Design alu_seq_core, sky130hd; sources not shown.
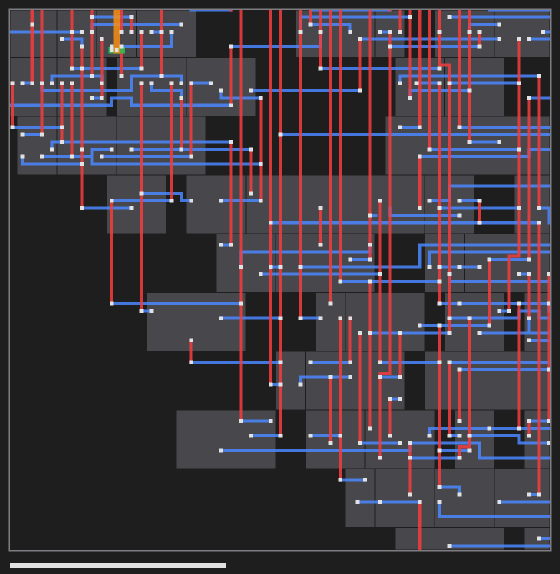
run_1/zoom.png
Scale bar: 10 um. Region (13, 18) to (38, 43) um. Cells in grey, sequential cells in the stronger grey; small squares are vias.
colour	layer
red	met2
orange	met4
blue	met1
green	met3
most frequent	buf_4 (8), ha_1 (4)
cells with their middle in the window	43
sequential cells in the window	0

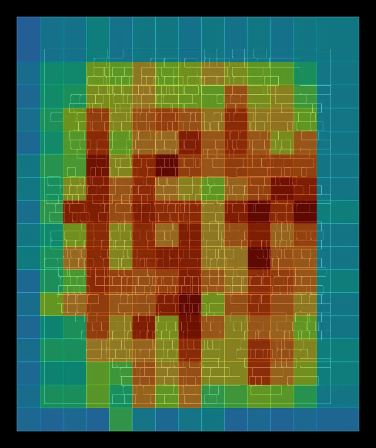
run_1/final_congestion.png
drt wl/cell: 17.8 um
met2 GRT Util: 37.7%

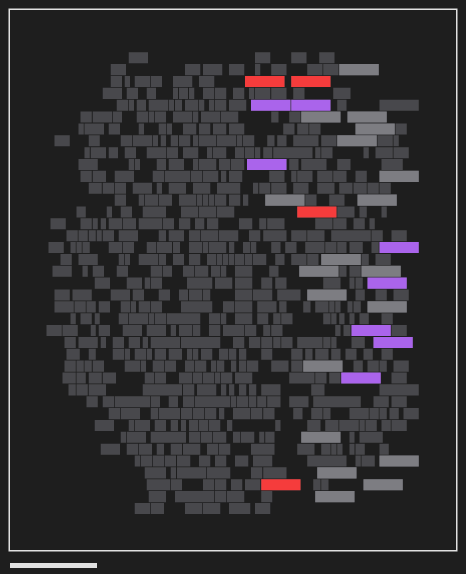
run_1/registers.png
Scale bar: 20 um. Other sequential cells in the stronger grey, the rest of the logic in the fainter grey.
colour	signal	sequential cells
purple	out_result	8
red	out_flags	4
fin util: 60.6%
sequential power: 0.730 mW

==> qor.yml, run 1 <==
cp_slowest_stage_delay_ns: 0.56
worst_pin_slew_ns: 0.517
port-buffer-count: 38
finalHoldViolCount: 0
antenna_found_initial: 0
r2r_cells: 16
cap_violations: 0
synthesis.area_um2: 3720
dp_hpwl_um: 9450
clock_sinks: 31
hold_class: "reg -> reg"
startpoint_type: "input port"
crit_top_cell: "o21ai_1"
slowest_stage: "or4b_4"
fp_util_pct: 41.0
ios: 39
nFillCells: 824
slew_headroom_pct: 64.7
most_common_cell: "nor2_1"
top_cells_by_count: "nor2_1, inv_1, ha_1"
yosys_area_um2: 3720
setup_slack_ns: -0.710
grt_usage_pct: 21.1
cp-end-kind: "register"
area_growth_pct: 47.8
top_area_share_pct: 20.8
grt_max_degree: 32
final_layout_size_suffix_gt1_share_pct: 35.1
drv_slew: 0
cts_root_buffer: "clkbuf_16"
status: "complete, but fails checks"
drc: 0
area_leaders: "dfrtp_1, ha_1, nor2_1"
cts-hold-fix-buffers: 0
clock_path_buffers: 2
yosys_cells: 447
fp-row-count: 39
setup_tns_ns: -2.85
crit_family: "simple AND/OR/NAND/NOR gates"
cp.arrival_ns: 4.06
r2r_slack_ns: -0.42
cts.repair.resized: 95
holdPathStages: 1
fmax_mhz: 259
crit_type: "in -> reg"
grt_overflow_total: 0
cts_setup_buffers: 33
nets: 653
path_buffers: 2
fin_crit_ns: 3.86
clock_skew_ns: 0.00403
power_mw: 3.02
p_leak_nw: 2.55
gp_congestion: 0.957
vdd_drop_max_mv: 0.267
vias_per_cell: 5.69
drtIter0Drc: 296
largest_area_cell: "dfrtp_1"
rsz0062_at_grt: "true"
die_area_um2: 12700
cts.reportedPaths.clkPinSlew_ns: 0.05
cts_tree: "yes"
yosysSeqAreaShare_pct: 20.8
dieHeight_um: 124
worst-path-stages: 17
grt_pass1_wl_um: 20900
async_reset_ff_share_pct: 100
cp.required_ns: 3.35
syn_inst: 447
synth-edff-count: 0
h-tree-depth: 2
path_cells: "buf_8, nor4bb_4, or2_4, fa_2, inv_2, ha_4, and2_4, nor3_4, xnor2_1, a221oi_1, o21ai_1, or4b_4, a211oi_2, nor2b_2, o21ai_1, a31o_2, a31oi_2"
drt-pass1-iter-count: 5
ff_type: "dfrtp_1"
synthDistinctLibCells: 75
drt_wl_total_um: 12700
lay_top_count: "buf_4"
antenna_left: 0
antenna_cells: 0
fin_crit_sh_pct: 123
synth_area_per_cell_um2: 8.32
synth_flops: 31
warnings: 36
insertion_delay_ns: 0.28
violations: "negative setup slack"
grt_pass1_vias: 4271
yosysWarnings: 6
setup_viol: 8
p_per_area_nw_per_um2: 549
cts_made_buffers: 5
mostFrequentLayoutCells: "buf_4, nor2_1, inv_1, ha_1, clkdlybuf4s50_1"
core-area_um2: 9080
vias: 4054
worstPathMaxFanout: 3
fp.dieW_um: 102
==> run 1: logic make-up after synthesis <==
kind of cell	Yosys count	share of synthesized area, %
muxes	17	4.88
adders and majority gates	41	14.6
DFF	31	20.8
and+or+nand+nor	148	21.9
AOI/OAI and AO/OA	134	26.7
xor gates and xnor gates	11	2.59
buffers and inverters	65	8.51
==> run 1: through the flow <==
step	instance area, um2	worst slack (ns)	hold WS, ns	cells
2_1_floorplan	3560	-1.08	0.477	424
3_3_place_gp	4800	-1.46	0.503	679
3_5_place_dp	4800	-1.60	0.499	679
4_1_cts	5440	-0.610	0.514	712
5_1_grt	5500	-0.843	0.527	712
6_report	5500	-0.710	0.508	712
==> run 1: area by class of cell <==
cell class	count	area [um2]	share of cell area [%]
timing repair buffer	157	1360	24.7
tap	123	154	2.80
sequential	31	776	14.1
inverter	42	158	2.87
clock buffer	6	139	2.53
multi-input combinational	351	2880	52.3
clock inverter	2	35.0	0.637
==> run 1: metal layers <==
layer	up-vias	GRT usage [%]	share of wire (%)
li1	1933	-	-
met1	1955	23.3	40
met4	0	11.4	3.7
met5	-	0	0
met2	133	37.7	51
met3	33	3.24	5.2
==> run 1: where the power goes <==
part / total (mW) / internal [mW] / switching [mW]
sequential: 0.730 / 0.579 / 0.151
combinational: 1.72 / 0.880 / 0.837
clock: 0.575 / 0.393 / 0.182
total: 3.02 / 1.85 / 1.17
==> run 1: worst register-to-register path: stages, from the launching register on <==
cell and delay, ns:
dfrtp_1 0.39, nand3b_1 0.14, nor2_2 0.07, fa_2 0.39, inv_2 0.08, ha_4 0.18
and2_4 0.15, nor3_4 0.16, xnor2_1 0.10, a221oi_1 0.32, o21ai_1 0.14, or4b_4 0.56
a211oi_2 0.22, nor2b_2 0.17, o21ai_1 0.07, a31o_2 0.25, a31oi_2 0.13
--- run 2 (diff from run 1) ---
--- a/config.mk
+++ b/config.mk
@@ -5,14 +5,17 @@
 export SDC_FILE = /design/constraint.sdc
 export NUM_CORES = 1
 export LEC_CHECK = 0
+export CELL_PAD_IN_SITES_DETAIL_PLACEMENT = 0
+export CELL_PAD_IN_SITES_GLOBAL_PLACEMENT = 1
 export CORE_ASPECT_RATIO = 1.25
 export CORE_MARGIN = 8
 export CORE_UTILIZATION = 40
 export CTS_CLUSTER_DIAMETER = 200
 export CTS_CLUSTER_SIZE = 12
 export DETAILED_ROUTE_END_ITERATION = 7
-export PLACE_DENSITY = 0.59
+export PLACE_DENSITY = 0.75
 export REMOVE_ABC_BUFFERS = 1
+export SKIP_LAST_GASP = 1
 export SLEW_MARGIN = 20
 export SYNTH_ARGS = -nofsm -noshare
 export SYNTH_HDL_FRONTEND = slang
==> run 2 against run 1 <==
  * The run still ends with negative setup slack left
  * Synthesized cell count unchanged
  * Via count shrank 1.0%
  * Clock skew fell by 0.00096 ns
==> qor.yml, run 2 <==
h-tree-depth: 2  # unchanged
grt_max_degree: 32  # unchanged
dpl-instance-area_um2: 4880  # +1.6%
nFillCells: 808  # -1.9%
cts_made_buffers: 5  # unchanged
finalHoldViolCount: 0  # unchanged
p_per_area_nw_per_um2: 539  # -1.8%
clock_sinks: 31  # unchanged
largest_area_cell: "dfrtp_1"
power_mw: 2.99  # -1.2%
cts_tree: "yes"
clock_path_buffers: 2  # unchanged
violations: "negative setup slack"
final_layout_size_suffix_gt1_share_pct: 36.2  # +1.1 points
synthesis.area_um2: 3720  # unchanged
fp_util_pct: 41.0  # unchanged
async_reset_ff_share_pct: 100  # unchanged
status: "complete, but fails checks"
p_leak_nw: 2.56  # +0.59%
r2r_slack_ns: -0.45  # -0.03 ns
place_ws_ns: -1.67  # -0.0706 ns
antenna_left: 0  # unchanged
lay_top_count: "buf_4"
final_area_um2: 5540  # +0.66%
grt_usage_pct: 20.2  # -0.86 points
drt-pass1-iter-count: 5  # unchanged
cap_violations: 0  # unchanged
stdcell_count: 717  # +0.70%
setup_slack_ns: -0.695  # +0.0142 ns
fin_crit_ns: 3.85  # -0.0142 ns
clock_skew_ns: 0.00307  # -0.000963 ns
cp-end-kind: "register"
yosysWarnings: 6  # unchanged
ff_type: "dfrtp_1"
worstPathMaxFanout: 2  # -1
holdPathStages: 1  # unchanged
mostFrequentLayoutCells: "buf_4, nor2_1, inv_1, ha_1, clkdlybuf4s50_1"
setup_viol: 8  # unchanged
crit_type: "in -> reg"
insertion_delay_ns: 0.27  # about the same
slew_headroom_pct: 67.4  # +2.7 points
cp.arrival_ns: 4.04  # -0.02 ns
r2r_cells: 16  # unchanged
dp_hpwl_um: 9580  # +1.4%
synthDistinctLibCells: 75  # unchanged
most_common_cell: "nor2_1"
routedWlPerCell_um: 17.8  # -0.42%
antenna_found_initial: 0  # unchanged
hold_slack_ns: 0.525  # +0.0172 ns
hold_class: "reg -> reg"
yosys_area_um2: 3720  # unchanged
worst_pin_slew_ns: 0.487  # -0.0298 ns
antenna_cells: 0  # unchanged
grt_pass1_vias: 4065  # -4.8%
setup_tns_ns: -2.80  # +0.0505 ns
drc: 0  # unchanged
grt_overflow_total: 0  # unchanged
synth_flops: 31  # unchanged
rsz0062_at_grt: "true"
gp_congestion: 0.940  # -1.7%
drtIter0Drc: 212  # -28%
fp-row-count: 39  # unchanged
grt_pass1_wl_um: 20400  # -2.6%
startpoint_type: "input port"
fin_crit_sh_pct: 122  # -0.45 points
fmax_mhz: 260  # +0.37%
die_area_um2: 12700  # unchanged
drt_wl_total_um: 12700  # +0.28%
drv_slew: 0  # unchanged
cts.reportedPaths.clkPinSlew_ns: 0.05  # about the same
dieHeight_um: 124  # unchanged
vias: 4013  # -1.0%
top_area_share_pct: 20.8  # unchanged
top_cells_by_count: "nor2_1, inv_1, ha_1"
## run 2: cells by family (layout without fill, tap and decap cells)
logic type      count (synthesis)  after routing  synth area share (%)
flops                          31             31                  20.8
buf+inv                        65            212                  8.51
mux                            17             17                  4.88
simple gates                  148            148                  21.9
xor+xnor                       11             11                  2.59
compound gates                134            134                  26.7
fa+ha+maj                      41             41                  14.6
## run 2: worst max-delay path: stages
cell and delay (ns):
buf_6 0.10, nor4bb_4 0.16, or2_4 0.25, fa_2 0.36, inv_2 0.08, ha_4 0.19
and2_4 0.17, nor3_4 0.16, xnor2_1 0.10, a221oi_1 0.29, o21ai_1 0.13, or4b_4 0.55
a211oi_4 0.26, nor2b_4 0.16, o21ai_1 0.05, a31o_2 0.24, a31oi_1 0.15
## run 2: where the power goes
part,internal [mW],switching [mW]
registers,0.579,0.143
logic,0.861,0.838
clock network,0.393,0.173
## run 2: final cells by class
| type | count | share of cell area (%) |
|---|---|---|
| timing repair buffer | 162 | 24.5 |
| clock buffer | 6 | 2.51 |
| clock inverter | 2 | 0.633 |
| sequential | 31 | 14.0 |
| inverter | 42 | 2.85 |
| tap | 123 | 2.78 |
| multi-input combinational | 351 | 52.8 |
## run 2: what timing repair did
action,4_1_cts,5_1_grt
hold endpoints to repair,0,0
hold buffers,0,0
buffers inserted,27,6
pin swaps,34,29
setup endpoints to repair,12,11
resized,61,44
## run 2: metal layers
layer / global-route usage, % / wire, um / part of all wire, %
met1: 23.5 / 5210 / 41
met2: 37.9 / 6690 / 52
met3: 1.73 / 436 / 3.4
met4: 6.16 / 404 / 3.2
met5: 0 / 0 / 0
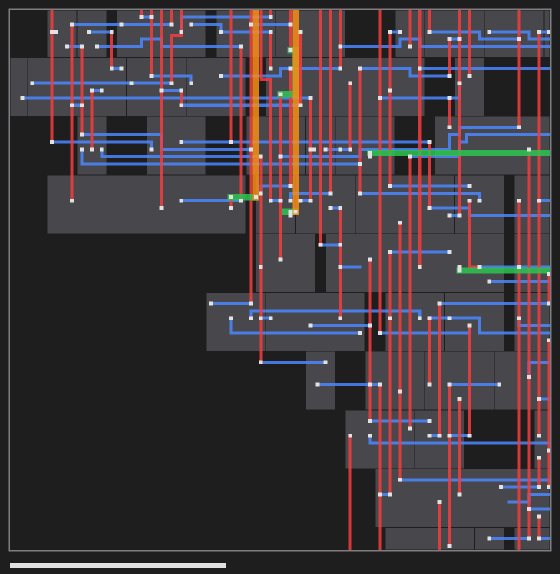
run_2/zoom.png
Scale bar: 10 um. Region (13, 18) to (38, 43) um. Cells in grey, sequential cells in the stronger grey; small squares are vias.
colour	layer
orange	met4
red	met2
blue	met1
green	met3
sequential cells in the window	0
most frequent	buf_4 (15), inv_1 (4)
cells with their middle in the window	38

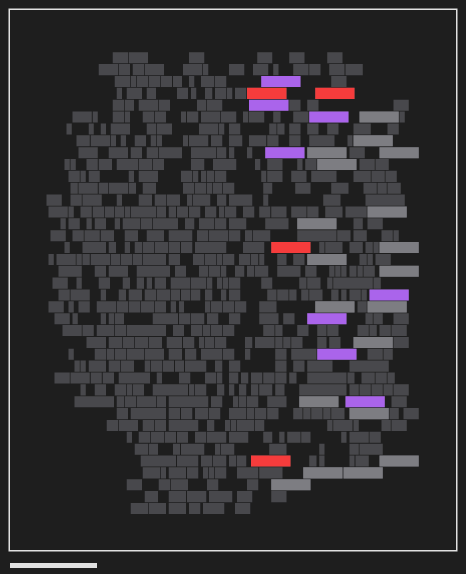
run_2/registers.png
Scale bar: 20 um. Other sequential cells in the stronger grey, the rest of the logic in the fainter grey.
colour	signal	sequential cells
purple	out_result	8
red	out_flags	4
not coloured	19
sequential power: 0.723 mW
fin util: 61.0%
Seq. cell area: 776 um2
flop share of the area: 14.0%

Power figures rest on the tool's default switching activity, not on a simulated workload.
